===== src/rtl/tsc_mem_pkg.sv =====
// Shared types and defaults for the TSC unified memory port arbiter.
package tsc_mem_pkg;

    localparam int DEFAULT_WORD_W = 16;
    localparam int DEFAULT_ADDR_W = 16;

    typedef enum logic [2:0] {
        IDLE,
        ISSUE_I,
        ISSUE_D,
        RESP_I,
        RESP_D
    } state_t;

    typedef logic [1:0] gnt_t;

    localparam gnt_t GNT_NONE = 2'd0;
    localparam gnt_t GNT_I    = 2'd1;
    localparam gnt_t GNT_D    = 2'd2;

endpackage


===== src/rtl/fetch_starve_counter.sv =====
// Saturating count of consecutive data grants taken while a fetch was waiting.
module fetch_starve_counter #(
    parameter int CNT_W = 2
) (
    input  logic             clk,
    input  logic             reset_n,
    input  logic             inc,
    input  logic             clr,
    input  logic [CNT_W-1:0] limit,
    output logic             at_limit
);

    logic [CNT_W-1:0] count;

    always_ff @(posedge clk) begin
        if (!reset_n) begin
            count <= '0;
        end else if (clr) begin
            count <= '0;
        end else if (inc && (count < limit)) begin
            count <= count + 1'b1;
        end
    end

    assign at_limit = (count >= limit);

endmodule


===== src/rtl/mem_port_arbiter.sv =====
// Shares the unified memory port between instruction fetch and data access,
// data first with a bounded fetch-starvation run, plus an ack timeout.
module mem_port_arbiter
    import tsc_mem_pkg::*;
#(
    parameter int WORD_W           = DEFAULT_WORD_W,
    parameter int ADDR_W           = DEFAULT_ADDR_W,
    parameter int FETCH_STARVE_MAX = 3,
    parameter int ACK_TIMEOUT      = 15
) (
    input  logic              clk,
    input  logic              reset_n,
    input  logic              if_req,
    input  logic [ADDR_W-1:0] if_addr,
    output logic              if_ready,
    output logic [WORD_W-1:0] if_data,
    output logic              if_stall,
    input  logic              d_req,
    input  logic              d_we,
    input  logic [ADDR_W-1:0] d_addr,
    input  logic [WORD_W-1:0] d_wdata,
    output logic              d_ready,
    output logic [WORD_W-1:0] d_rdata,
    output logic              d_stall,
    output logic              mem_read,
    output logic              mem_write,
    output logic [ADDR_W-1:0] mem_addr,
    output logic [WORD_W-1:0] mem_wdata,
    input  logic [WORD_W-1:0] mem_rdata,
    input  logic              mem_ack,
    output logic              err
);

    localparam int SC_W = (FETCH_STARVE_MAX < 1) ? 1 : $clog2(FETCH_STARVE_MAX + 1);
    localparam int TO_W = $clog2(ACK_TIMEOUT + 1);
    localparam logic [SC_W-1:0] STARVE_LIMIT = SC_W'(FETCH_STARVE_MAX);
    // Last counted cycle: abort fires on the ACK_TIMEOUT-th ISSUE cycle without ack.
    localparam logic [TO_W-1:0] TO_LAST = TO_W'(ACK_TIMEOUT - 1);

    state_t          state;
    gnt_t            gnt;
    logic [TO_W-1:0] timeout_cnt;
    logic            starve_at_limit;
    logic            starve_inc;
    logic            starve_clr;

    always_comb begin
        gnt = GNT_NONE;
        if (d_req && (!if_req || !starve_at_limit)) begin
            gnt = GNT_D;
        end else if (if_req) begin
            gnt = GNT_I;
        end
    end

    assign starve_inc = (state == IDLE) && (gnt == GNT_D) && if_req;
    assign starve_clr = (state == IDLE) && (((gnt == GNT_D) && !if_req) || (gnt == GNT_I));

    fetch_starve_counter #(
        .CNT_W (SC_W)
    ) u_starve (
        .clk      (clk),
        .reset_n  (reset_n),
        .inc      (starve_inc),
        .clr      (starve_clr),
        .limit    (STARVE_LIMIT),
        .at_limit (starve_at_limit)
    );

    always_ff @(posedge clk) begin
        if (!reset_n) begin
            state       <= IDLE;
            mem_read    <= 1'b0;
            mem_write   <= 1'b0;
            mem_addr    <= '0;
            mem_wdata   <= '0;
            if_ready    <= 1'b0;
            d_ready     <= 1'b0;
            if_data     <= '0;
            d_rdata     <= '0;
            err         <= 1'b0;
            timeout_cnt <= '0;
        end else begin
            case (state)
                IDLE: begin
                    timeout_cnt <= '0;
                    if (gnt == GNT_D) begin
                        state     <= ISSUE_D;
                        mem_addr  <= d_addr;
                        mem_wdata <= d_wdata;
                        mem_write <= d_we;
                        mem_read  <= !d_we;
                    end else if (gnt == GNT_I) begin
                        state     <= ISSUE_I;
                        mem_addr  <= if_addr;
                        mem_read  <= 1'b1;
                        mem_write <= 1'b0;
                    end
                end
                ISSUE_I, ISSUE_D: begin
                    if (mem_ack || (timeout_cnt == TO_LAST)) begin
                        mem_read    <= 1'b0;
                        mem_write   <= 1'b0;
                        timeout_cnt <= '0;
                        if (!mem_ack) begin
                            err <= 1'b1;
                        end
                        if (state == ISSUE_I) begin
                            state    <= RESP_I;
                            if_ready <= 1'b1;
                            if (mem_ack) begin
                                if_data <= mem_rdata;
                            end
                        end else begin
                            state   <= RESP_D;
                            d_ready <= 1'b1;
                            if (mem_ack && !mem_write) begin
                                d_rdata <= mem_rdata;
                            end
                        end
                    end else begin
                        timeout_cnt <= timeout_cnt + 1'b1;
                    end
                end
                RESP_I, RESP_D: begin
                    if_ready <= 1'b0;
                    d_ready  <= 1'b0;
                    state    <= IDLE;
                end
                default: begin
                    state <= IDLE;
                end
            endcase
        end
    end

    assign if_stall = if_req && !if_ready;
    assign d_stall  = d_req && !d_ready;

endmodule


===== config.mk =====
export PLATFORM = sky130hd
export DESIGN_NAME = mem_port_arbiter
export DESIGN_NICKNAME = d
export VERILOG_FILES = /design/src/rtl/tsc_mem_pkg.sv /design/src/rtl/fetch_starve_counter.sv /design/src/rtl/mem_port_arbiter.sv
export SDC_FILE = /design/constraint.sdc
export NUM_CORES = 1
export LEC_CHECK = 0
export CAP_MARGIN = 40
export CELL_PAD_IN_SITES_DETAIL_PLACEMENT = 0
export CELL_PAD_IN_SITES_GLOBAL_PLACEMENT = 1
export CORE_MARGIN = 4
export CORE_UTILIZATION = 27
export CTS_CLUSTER_SIZE = 16
export DETAILED_ROUTE_END_ITERATION = 16
export HOLD_SLACK_MARGIN = 0.12
export PLACE_DENSITY_LB_ADDON = 0.3
export SLEW_MARGIN = 20
export SYNTH_ARGS = -nofsm -noshare
export SYNTH_HDL_FRONTEND = slang
export SYNTH_SLANG_ARGS = --single-unit

===== constraint.sdc =====
create_clock -name clk -period 3.86 [get_ports clk]
set_clock_uncertainty 0.15 [all_clocks]
set_input_delay 1.158 -clock clk [delete_from_list [all_inputs] [get_ports clk]]
set_output_delay 1.158 -clock clk [all_outputs]
set_load 0.03 [all_outputs]

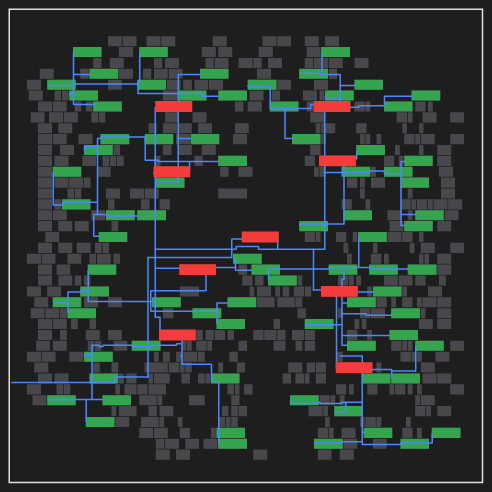
clk_routes.png
Drawn at 4 px/micron.
flip-flops -> green  # count 78
clock drivers -> red  # count 9
clock wires -> blue  # length 1070 microns
flops lie = spread over the die

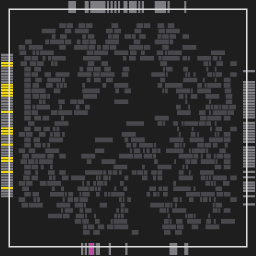
io_placement.png
Drawn at 2 px/micron. Pins as bars across the die edge, other pins in gray.
`mem_addr` -> yellow  # pins 16, direction output, edge left
`d_ready` -> magenta  # pins 1, direction output, edge bottom

==> results.sh <==
# implementation run metrics
export IMPL_status="finished clean"
export IMPL_antenna_found_initial=0
export IMPL_ys_top_cells_by_count="dfxtp_1, nand2_1, mux2i_1"
export IMPL_logic_area_sq_mm=0.00159
export IMPL_sh_comb_area_pct=31.4
export IMPL_switching_share_pct=27.8
export IMPL_die_w_microns=118
export IMPL_row_count=39
export IMPL_cts_buffer_depth=2
export IMPL_num_nonclk_buffers=146
export IMPL_r2r_start="u_starve.count[0]$_SDFFE_PP0P_"
export IMPL_holdBufCountCts=0
export IMPL_die_h_microns=118
export IMPL_cp_start_kind="input pin"
export IMPL_yosysWarnings=0
export IMPL_ys_sh_simple_pct=19.1
export IMPL_busiest_layer="met2"
export IMPL_met2WireLength_microns=3680
export IMPL_clkPwrFrac_pct=35.8
export IMPL_postCtsSetupRepairBufs=0
export IMPL_placed_area_sq_mm=0.00478
export IMPL_track_usage_pct=12.7
export IMPL_grt_pass1_vias=2968
export IMPL_drt_pre_antenna_iters=4
export IMPL_crit_path_max_incr_delay_ns=0.67
export IMPL_p_seq_share_pct=42.2
export IMPL_ys_top_cells_by_area="dfxtp_1, mux2i_1, nand2_1, a21boi_0, nor2b_1"
export IMPL_drtAntennaViolNets=0
export IMPL_finalPower_mw=2.12
export IMPL_warning_count=28
export IMPL_cp_depth=3
export IMPL_logic_family="simple AND/OR/NAND/NOR gates"
export IMPL_inv_count=2
export IMPL_critPathKind="input pin to output port"
export IMPL_combPwrFrac_pct=22.0
export IMPL_p_int_mw=1.53
export IMPL_use_met3_pct=5.33
export IMPL_largest_area_cell="dfxtp_1"
export IMPL_vias=2899
export IMPL_synth_top_area_share_pct=47.8
export IMPL_layout_cells_non_filler=640
export IMPL_gr_usage_met1_pct=15.5
export IMPL_pg_clk_mw=0.759
export IMPL_switchingPower_mw=0.590
export IMPL_grt_pass1_wl_microns=14600
export IMPL_period_minus_slack_ns=3.71
export IMPL_setup_viol=0
export IMPL_use_met2_pct=19.6
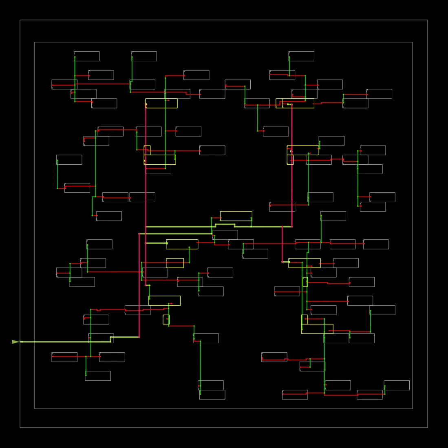
clocks.png
CTS Sinks: 78
FF+latch count: 78
Clk Latency, worst-skew pair: 0.32 ns
TritonCTS Buffers: 9

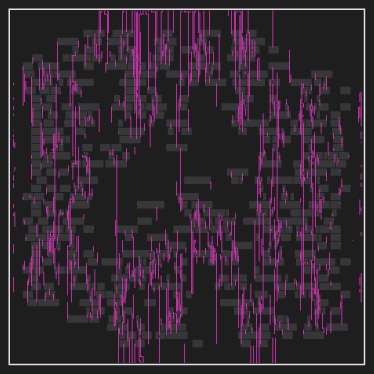
layer_met2.png
Drawn at 3 px/micron. Cells faint in the background.
nets with wire on the layer = 457
longest straight run = 49.3 microns

